[src/rtl/sample_window_counter.sv]
// sample_window_counter: per-channel sample-strobe window counters with sticky done/overrun,
// programmable shared threshold and periodic or one-shot windows.
module sample_window_counter #(
    parameter int NUM_CH    = 4,
    parameter int CNT_WIDTH = 10
) (
    input  logic                          clk,
    input  logic                          n_reset,
    input  logic [NUM_CH-1:0]             cnt_up,
    input  logic [NUM_CH-1:0]             clear,
    input  logic [NUM_CH-1:0]             ack,
    input  logic [CNT_WIDTH-1:0]          threshold,
    input  logic                          periodic,
    output logic [NUM_CH*CNT_WIDTH-1:0]   count_out,
    output logic [NUM_CH-1:0]             done,
    output logic [NUM_CH-1:0]             overrun,
    output logic                          any_done,
    output logic                          all_done
);
    genvar i;
    for (i = 0; i < NUM_CH; i++) begin : g_ch
        logic [CNT_WIDTH-1:0] cnt_q;
        logic                 done_q, ovr_q, en, at_th, fin;
        assign en    = cnt_up[i] && threshold != '0;
        assign at_th = cnt_q >= threshold;
        // a window completes on reaching threshold, or on a periodic roll when threshold is 1
        assign fin   = en && (at_th ? periodic && threshold == CNT_WIDTH'(1)
                                    : CNT_WIDTH'(cnt_q + 1'b1) == threshold);
        always_ff @(posedge clk or negedge n_reset) begin
            if (!n_reset) begin
                cnt_q  <= '0;
                done_q <= 1'b0;
                ovr_q  <= 1'b0;
            end else if (clear[i]) begin
                cnt_q  <= '0;
                done_q <= 1'b0;
                ovr_q  <= 1'b0;
            end else begin
                if (en)
                    cnt_q <= at_th ? (periodic ? CNT_WIDTH'(1) : cnt_q) : CNT_WIDTH'(cnt_q + 1'b1);
                done_q <= fin | (done_q & ~ack[i]);
                ovr_q  <= ovr_q | (fin & done_q & ~ack[i]) | (en & at_th & ~periodic);
            end
        end
        assign count_out[i*CNT_WIDTH +: CNT_WIDTH] = cnt_q;
        assign done[i]    = done_q;
        assign overrun[i] = ovr_q;
    end
    assign any_done = |done;
    assign all_done = &done;
endmodule

[config.mk]
export PLATFORM = sky130hd
export DESIGN_NAME = sample_window_counter
export DESIGN_NICKNAME = d
export VERILOG_FILES = /design/src/rtl/sample_window_counter.sv
export SDC_FILE = /design/constraint.sdc
export NUM_CORES = 1
export LEC_CHECK = 0
export ABC_AREA = 0
export CAP_MARGIN = 25
export CORE_MARGIN = 1.5
export CORE_UTILIZATION = 50
export CTS_CLUSTER_DIAMETER = 150
export DETAILED_ROUTE_END_ITERATION = 10
export GPL_TIMING_DRIVEN = 1
export PLACE_DENSITY = 0.75
export RECOVER_POWER = 25
export SETUP_SLACK_MARGIN = 0.4
export SLEW_MARGIN = 10
export SYNTH_ARGS = -nofsm -noshare
export SYNTH_HDL_FRONTEND = slang
export SYNTH_SLANG_ARGS = --single-unit
[constraint.sdc]
create_clock -name clk -period 3.3 [get_ports clk]
set_input_delay 0.66 -clock clk [delete_from_list [all_inputs] [get_ports clk]]
set_output_delay 0.66 -clock clk [all_outputs]
set_load 0.05 [all_outputs]
Figure 1. Sequential cells coloured by netlist name (run 1).
Other sequential cells in the stronger grey, the rest of the logic in the fainter grey.
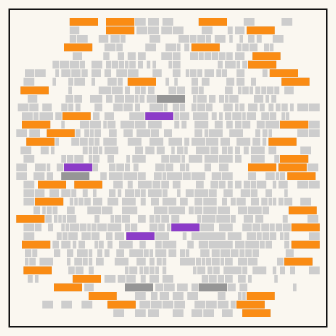
colour	signal	placed flops
orange	g_ch.cnt_q	40
purple	g_ch.done_q	4
not coloured	4

Figure 2. Signal wires on met3 (run 1).
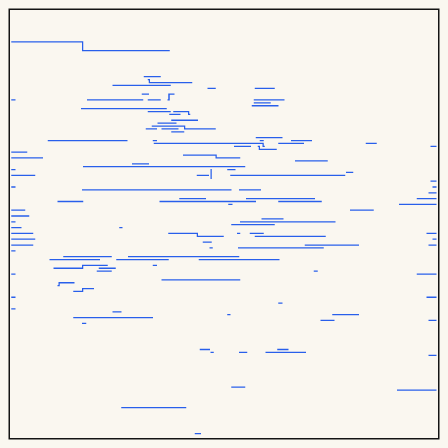
main direction	horizontal
nets with wire on the layer	89
share of all routed wire	5.9%
global routing usage on met3: 0.0481
Final Routed Wirelength: 14100 um
via count: 4805

==> flow_summary.html, run 1 <==
<h2>Synthesis and place &amp; route</h2>
<table>
<tr><th>Metric</th><th>Value</th></tr>
<tr><th colspan="2">Run status</th></tr>
<tr><td>Status</td><td>finished clean</td></tr>
<tr><th colspan="2">Setup path</th></tr>
<tr><td>CP max stage cell</td><td>sky130_fd_sc_hd__clkdlybuf4s50_1</td></tr>
<tr><td>Critical Path Sink Type</td><td>register</td></tr>
<tr><td>Critical path class</td><td>in2reg</td></tr>
<tr><td>First element of the critical path</td><td>threshold[8]</td></tr>
<tr><td>Crit Path Max Fanout</td><td>6</td></tr>
<tr><th colspan="2">Finish</th></tr>
<tr><td>Final cell utilization of the core</td><td>0.632</td></tr>
<tr><td>Footprint of the multi-input gates</td><td>3290 um^2</td></tr>
<tr><td>Total inserted antenna cells</td><td>0</td></tr>
<tr><td>Total area of sequential cells</td><td>around 1200 um^2</td></tr>
<tr><td>Largest registers ranked by flip-flop count</td><td>g_ch.cnt_q: 40 flops, g_ch.done_q: 4 flops, g_ch.ovr_q: 4 flops</td></tr>
<tr><th colspan="2">Logic synthesis</th></tr>
<tr><td>Area fraction in and, or, nand and nor cells after synthesis</td><td>0.233</td></tr>
<tr><td>Mapped Avg Cell Area</td><td>8.16 um^2</td></tr>
<tr><td>Share of synthesized registers carrying an async set or reset</td><td>1.00</td></tr>
<tr><td>Synthesis-stage register bit count</td><td>around 48</td></tr>
<tr><td>Count of library flops with an enable pin</td><td>0</td></tr>
<tr><td>Area share of fa/ha/maj cells after synthesis</td><td>0.116</td></tr>
<tr><td>Share of cell area taken by muxes after synthesis</td><td>0.00846</td></tr>
<tr><td>Yosys warnings</td><td>0</td></tr>
<tr><th colspan="2">Routing</th></tr>
<tr><td>Highest routed layer</td><td>met4</td></tr>
<tr><td>Routed length on met3</td><td>833 um</td></tr>
<tr><td>DRC violation total after the first TritonRoute iteration</td><td>237</td></tr>
<tr><td>Remaining number of nets flagged by the antenna check after routing</td><td>0</td></tr>
<tr><td>Amount of wire on met2 after detailed routing</td><td>6650 um</td></tr>
<tr><th colspan="2">GRT</th></tr>
<tr><td>Number of global-route vias before repair</td><td>4626</td></tr>
<tr><td>First-pass GRT wire length</td><td>22900 um</td></tr>
<tr><td>Antenna violations before repair</td><td>0</td></tr>
<tr><td>Routing layer with the top usage in global route</td><td>met2</td></tr>
<tr><td>Met1 global-route usage</td><td>0.369</td></tr>
<tr><td>Final global-route overflow total</td><td>0</td></tr>
<tr><th colspan="2">Power and ir drop</th></tr>
<tr><td>Reported leakage power</td><td>roughly 2.5 nW</td></tr>
<tr><td>P per Cell Area</td><td>between 200 and 300 nW/um^2</td></tr>
<tr><th colspan="2">Clocking</th></tr>
<tr><td>Hold-fix buffers at CTS</td><td>0</td></tr>
<tr><th colspan="2">Hold path</th></tr>
<tr><td>Hold path depth</td><td>2</td></tr>
<tr><td>Path type of the worst min-delay path</td><td>reg2reg</td></tr>
<tr><td>Hold Path End</td><td>g_ch[0].ovr_q$_DFF_PN0_</td></tr>
<tr><td>Critical hold path startpoint</td><td>g_ch[0].ovr_q$_DFF_PN0_</td></tr>
<tr><th colspan="2">Placement</th></tr>
<tr><td>GP Congestion</td><td>slightly above 0.9</td></tr>
<tr><td>Cell area after placement</td><td>5630 um^2</td></tr>
<tr><td>Placed cells</td><td>755</td></tr>
<tr><td>DPL Wire Length</td><td>10600 um</td></tr>
<tr><th colspan="2">Final timing</th></tr>
<tr><td>Setup repair after global routing missed its margin</td><td>true</td></tr>
<tr><td>Actual slew at the worst max-slew pin</td><td>~1.4 ns</td></tr>
<tr><td>Total negative slack for setup checks</td><td>0 ns</td></tr>
<tr><td>Max frequency</td><td>355 MHz</td></tr>
<tr><td>Period Utilization, post-route</td><td>0.855</td></tr>
<tr><th colspan="2">Floorplan</th></tr>
<tr><td>Overall die width</td><td>100 um</td></tr>
<tr><td>Height of the chip</td><td>between 100 and 150 um</td></tr>
</table>
Figure 3. Metal layers overlaid (run 1).
Two of the layers only.
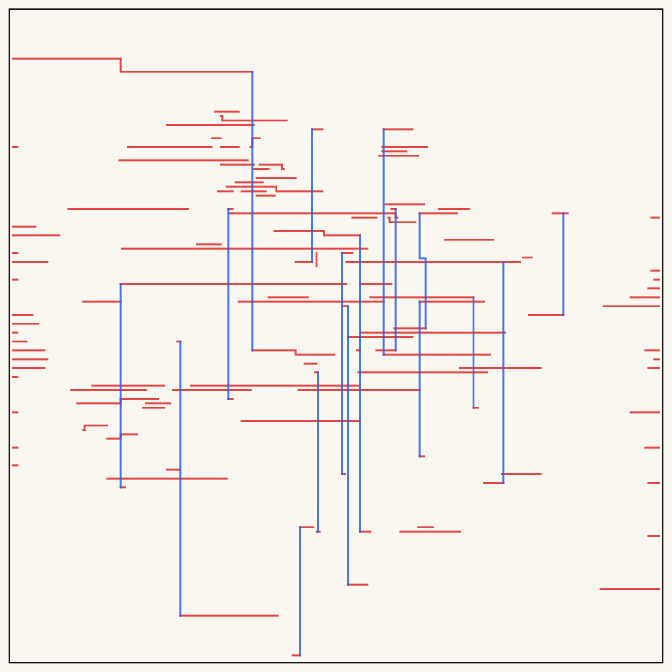
colour	layer	wire length
blue	M4	498 um
red	M3	834 um
total track usage: 0.286
wire length per cell after detailed routing: 18.3 um

-- run 1: power by group through the flow --
| stage | logic (mW) | clock network [mW] | registers [mW] |
|---|---|---|---|
| finish | 0.402 | 0.439 | 0.633 |
| CTS | 0.396 | 0.452 | 0.631 |
| detailed placement | 0.388 | 0 | 0.643 |
| global route | 0.438 | 0.468 | 0.636 |
| floorplan | 0.192 | 0 | 0.683 |
| global placement | 0.376 | 0 | 0.644 |
-- run 1: cell type report --
class                           instances  area share
Multi-Input combinational cell        469       0.566
Sequential cell                        48       0.207
Timing Repair Buffer                  108       0.170
Tap cell                              111      0.0239
Inverter                               22      0.0151
Clock buffer                            6      0.0125
Clock inverter                          2     0.00603
-- run 1: cell usage after synthesis, drive strengths merged, types with 4 or more instances --
cell,n,area (um^2)
a2111oi,4,35.0
a211o,5,43.8
a211oi,7,57.6
a21o,7,52.6
a21oi,37,185
a22oi,4,30.0
a31oi,14,87.6
and2,8,50.1
and3,11,68.8
and4,6,52.6
buf,28,175
clkbuf,13,48.8
dfrtp,48,1200
ha,44,551
inv,20,75.1
mux2i,4,40.0
nand2,31,116
nand2b,16,100
nand3,26,130
nand4,8,50.1
nor2,38,143
nor2b,13,81.3
nor3,18,115
nor4,5,43.8
o211ai,9,72.6
o21a,6,45.0
o21ai,45,225
o22ai,4,25.0
o311ai,4,35.0
o31ai,12,90.1
or2,5,31.3
or3,6,37.5
or4,5,37.5
xnor2,18,158
xor2,22,200
-- run 1: cells in the final DEF, fill, tap and decap left out, drive strengths merged, types with 20 or more instances in the layout --
master,count
clkdlybuf4s50,72
dfrtp,48
buf,33
nor2,38
inv,20
nand3,26
ha,44
a21oi,37
nand2,31
xor2,22
o21ai,45
==> inputs of run 2 (changes only) <==
--- a/config.mk
+++ b/config.mk
@@ -9,7 +9,7 @@
 export CAP_MARGIN = 25
 export CORE_MARGIN = 1.5
 export CORE_UTILIZATION = 50
-export CTS_CLUSTER_DIAMETER = 150
+export CTS_CLUSTER_DIAMETER = 100
 export DETAILED_ROUTE_END_ITERATION = 10
 export GPL_TIMING_DRIVEN = 1
 export PLACE_DENSITY = 0.75
Figure 4. Routing congestion (run 2).
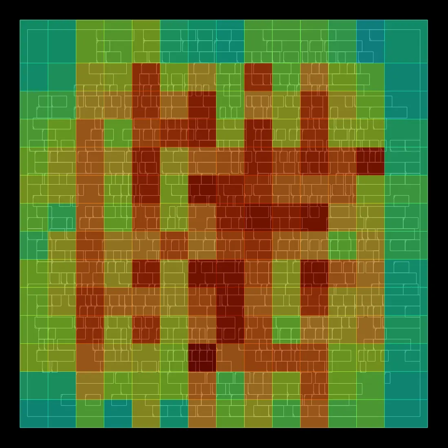
met2 Usage GRT: 0.471
met1 global-route usage: 0.369

==> flow_summary.html, run 2 <==
<h2>Synthesis and place &amp; route</h2>
<table>
<tr><th>Metric</th><th>Value</th></tr>
<tr><th colspan="2">Routing</th></tr>
<tr><td>Amount of wire on met2 after detailed routing</td><td>6650 um (unchanged)</td></tr>
<tr><td>DRC violation total after the first TritonRoute iteration</td><td>237 (unchanged)</td></tr>
<tr><td>Wire length per cell after detailed routing</td><td>18.3 um (unchanged)</td></tr>
<tr><td>Final Routed Wirelength</td><td>14100 um (unchanged)</td></tr>
<tr><td>Remaining number of nets flagged by the antenna check after routing</td><td>0 (unchanged)</td></tr>
<tr><th colspan="2">Final timing</th></tr>
<tr><td>Setup repair after global routing missed its margin</td><td>true</td></tr>
<tr><td>Actual slew at the worst max-slew pin</td><td>1.39 ns (unchanged)</td></tr>
<tr><td>Total negative slack for setup checks</td><td>0 ns (unchanged)</td></tr>
<tr><td>Max frequency</td><td>355 MHz (unchanged)</td></tr>
<tr><td>Period Utilization, post-route</td><td>0.855 (unchanged)</td></tr>
<tr><th colspan="2">Finish</th></tr>
<tr><td>Most frequently placed logic cell in the final layout</td><td>sky130_fd_sc_hd__clkdlybuf4s50_1</td></tr>
<tr><td>Largest registers ranked by flip-flop count</td><td>g_ch.cnt_q: 40 flops, g_ch.done_q: 4 flops, g_ch.ovr_q: 4 flops</td></tr>
<tr><td>Total inserted antenna cells</td><td>0 (unchanged)</td></tr>
<tr><td>Final cell utilization of the core</td><td>0.632 (unchanged)</td></tr>
<tr><th colspan="2">Placement</th></tr>
<tr><td>DPL Wire Length</td><td>10600 um (unchanged)</td></tr>
<tr><td>Placed cells</td><td>755 (unchanged)</td></tr>
<tr><td>Cell area after placement</td><td>5630 um^2 (unchanged)</td></tr>
<tr><td>GP Congestion</td><td>0.927 (unchanged)</td></tr>
<tr><th colspan="2">GRT</th></tr>
<tr><td>Total track usage</td><td>0.286 (unchanged)</td></tr>
<tr><td>Global routing usage on met3</td><td>0.0481 (unchanged)</td></tr>
<tr><td>Final global-route overflow total</td><td>0 (unchanged)</td></tr>
<tr><td>Number of global-route vias before repair</td><td>4626 (unchanged)</td></tr>
<tr><td>Antenna violations before repair</td><td>0 (unchanged)</td></tr>
<tr><th colspan="2">Logic synthesis</th></tr>
<tr><td>Area share of fa/ha/maj cells after synthesis</td><td>0.116 (unchanged)</td></tr>
<tr><td>Area fraction of the dominant cell type after synthesis</td><td>0.254 (unchanged)</td></tr>
<tr><td>Mapped Avg Cell Area</td><td>8.16 um^2 (unchanged)</td></tr>
<tr><td>Yosys warnings</td><td>0 (unchanged)</td></tr>
<tr><td>Top cells by count</td><td>48 x sky130_fd_sc_hd__dfrtp_1, 44 x sky130_fd_sc_hd__ha_1, 38 x sky130_fd_sc_hd__nor2_1, 37 x sky130_fd_sc_hd__a21oi_1, 31 x sky130_fd_sc_hd__nand2_1</td></tr>
<tr><td>Area fraction in and, or, nand and nor cells after synthesis</td><td>0.233 (unchanged)</td></tr>
<tr><td>Post-synth area hogs</td><td>sky130_fd_sc_hd__dfrtp_1 25%, sky130_fd_sc_hd__ha_1 12%, sky130_fd_sc_hd__a21oi_1 3.9%, sky130_fd_sc_hd__xor2_1 3.9%, sky130_fd_sc_hd__xnor2_1 3.3%</td></tr>
<tr><td>Post-synth top area cell</td><td>sky130_fd_sc_hd__dfrtp_1</td></tr>
<tr><td>Share of synthesized registers carrying an async set or reset</td><td>1.00 (unchanged)</td></tr>
<tr><td>Share of cell area taken by muxes after synthesis</td><td>0.00846 (unchanged)</td></tr>
<tr><th colspan="2">Power and ir drop</th></tr>
<tr><td>Power in combinational cells</td><td>0.402 mW (about the same)</td></tr>
<tr><td>Reported leakage power</td><td>2.52 nW (unchanged)</td></tr>
<tr><th colspan="2">Clocking</th></tr>
<tr><td>Hold-fix buffers at CTS</td><td>0 (unchanged)</td></tr>
<tr><th colspan="2">Floorplan</th></tr>
<tr><td>Overall die width</td><td>100 um (unchanged)</td></tr>
<tr><th colspan="2">Setup path</th></tr>
<tr><td>First element of the critical path</td><td>threshold[8]</td></tr>
<tr><td>Critical path class</td><td>in2reg</td></tr>
<tr><td>Crit Path Max Fanout</td><td>6 (unchanged)</td></tr>
<tr><th colspan="2">Run status</th></tr>
<tr><td>Status</td><td>finished clean</td></tr>
</table>
==> run 2: repair_timing <==
| action | 4_1_cts | 5_1_grt |
|---|---|---|
| pin swaps | 0 | 6 |
| setup buffers | 1 | 2 |
| endpoints found under the setup margin | 30 | 36 |
| resized | 5 | 17 |
==> run 2: cell type report <==
type / instances / area, um^2
well taps: 111 / 139
inverters: 22 / 87.6
fillers: 815 / 3390
clock inverters: 2 / 35.0
flip-flops and latches: 48 / 1200
clock buffers: 6 / 72.6
repair buffers: 108 / 985
multi-input cells: 469 / 3290
==> run 2: critical path, cell delays in order <==
cell                              delay (ns)
sky130_fd_sc_hd__clkdlybuf4s50_1        0.53
sky130_fd_sc_hd__inv_2                  0.06
sky130_fd_sc_hd__buf_4                  0.17
sky130_fd_sc_hd__and3_1                 0.19
sky130_fd_sc_hd__a2111o_1               0.36
sky130_fd_sc_hd__a2111oi_1              0.52
sky130_fd_sc_hd__nand4_1                0.21
sky130_fd_sc_hd__a31o_1                 0.25
sky130_fd_sc_hd__a21oi_1                0.12
==> run 2: worst min-delay path by stage <==
stage | depth (start not counted) | from | to | slack [ns]
6_report | 2 | g_ch[0].ovr_q$_DFF_PN0_ | g_ch[0].ovr_q$_DFF_PN0_ | 0.55
5_1_grt | 2 | g_ch[0].ovr_q$_DFF_PN0_ | g_ch[0].ovr_q$_DFF_PN0_ | 0.61
4_1_cts | 1 | n_reset | g_ch[0].ovr_q$_DFF_PN0_ | 0.37
3_5_place_dp | 2 | g_ch[0].ovr_q$_DFF_PN0_ | g_ch[0].ovr_q$_DFF_PN0_ | 0.54
3_3_place_gp | 2 | g_ch[0].ovr_q$_DFF_PN0_ | g_ch[0].ovr_q$_DFF_PN0_ | 0.54
2_1_floorplan | 0 | n_reset | g_ch[0].cnt_q[0]$_DFFE_PN0P_ | 0.36
Power is estimated from default activity; no workload was simulated.
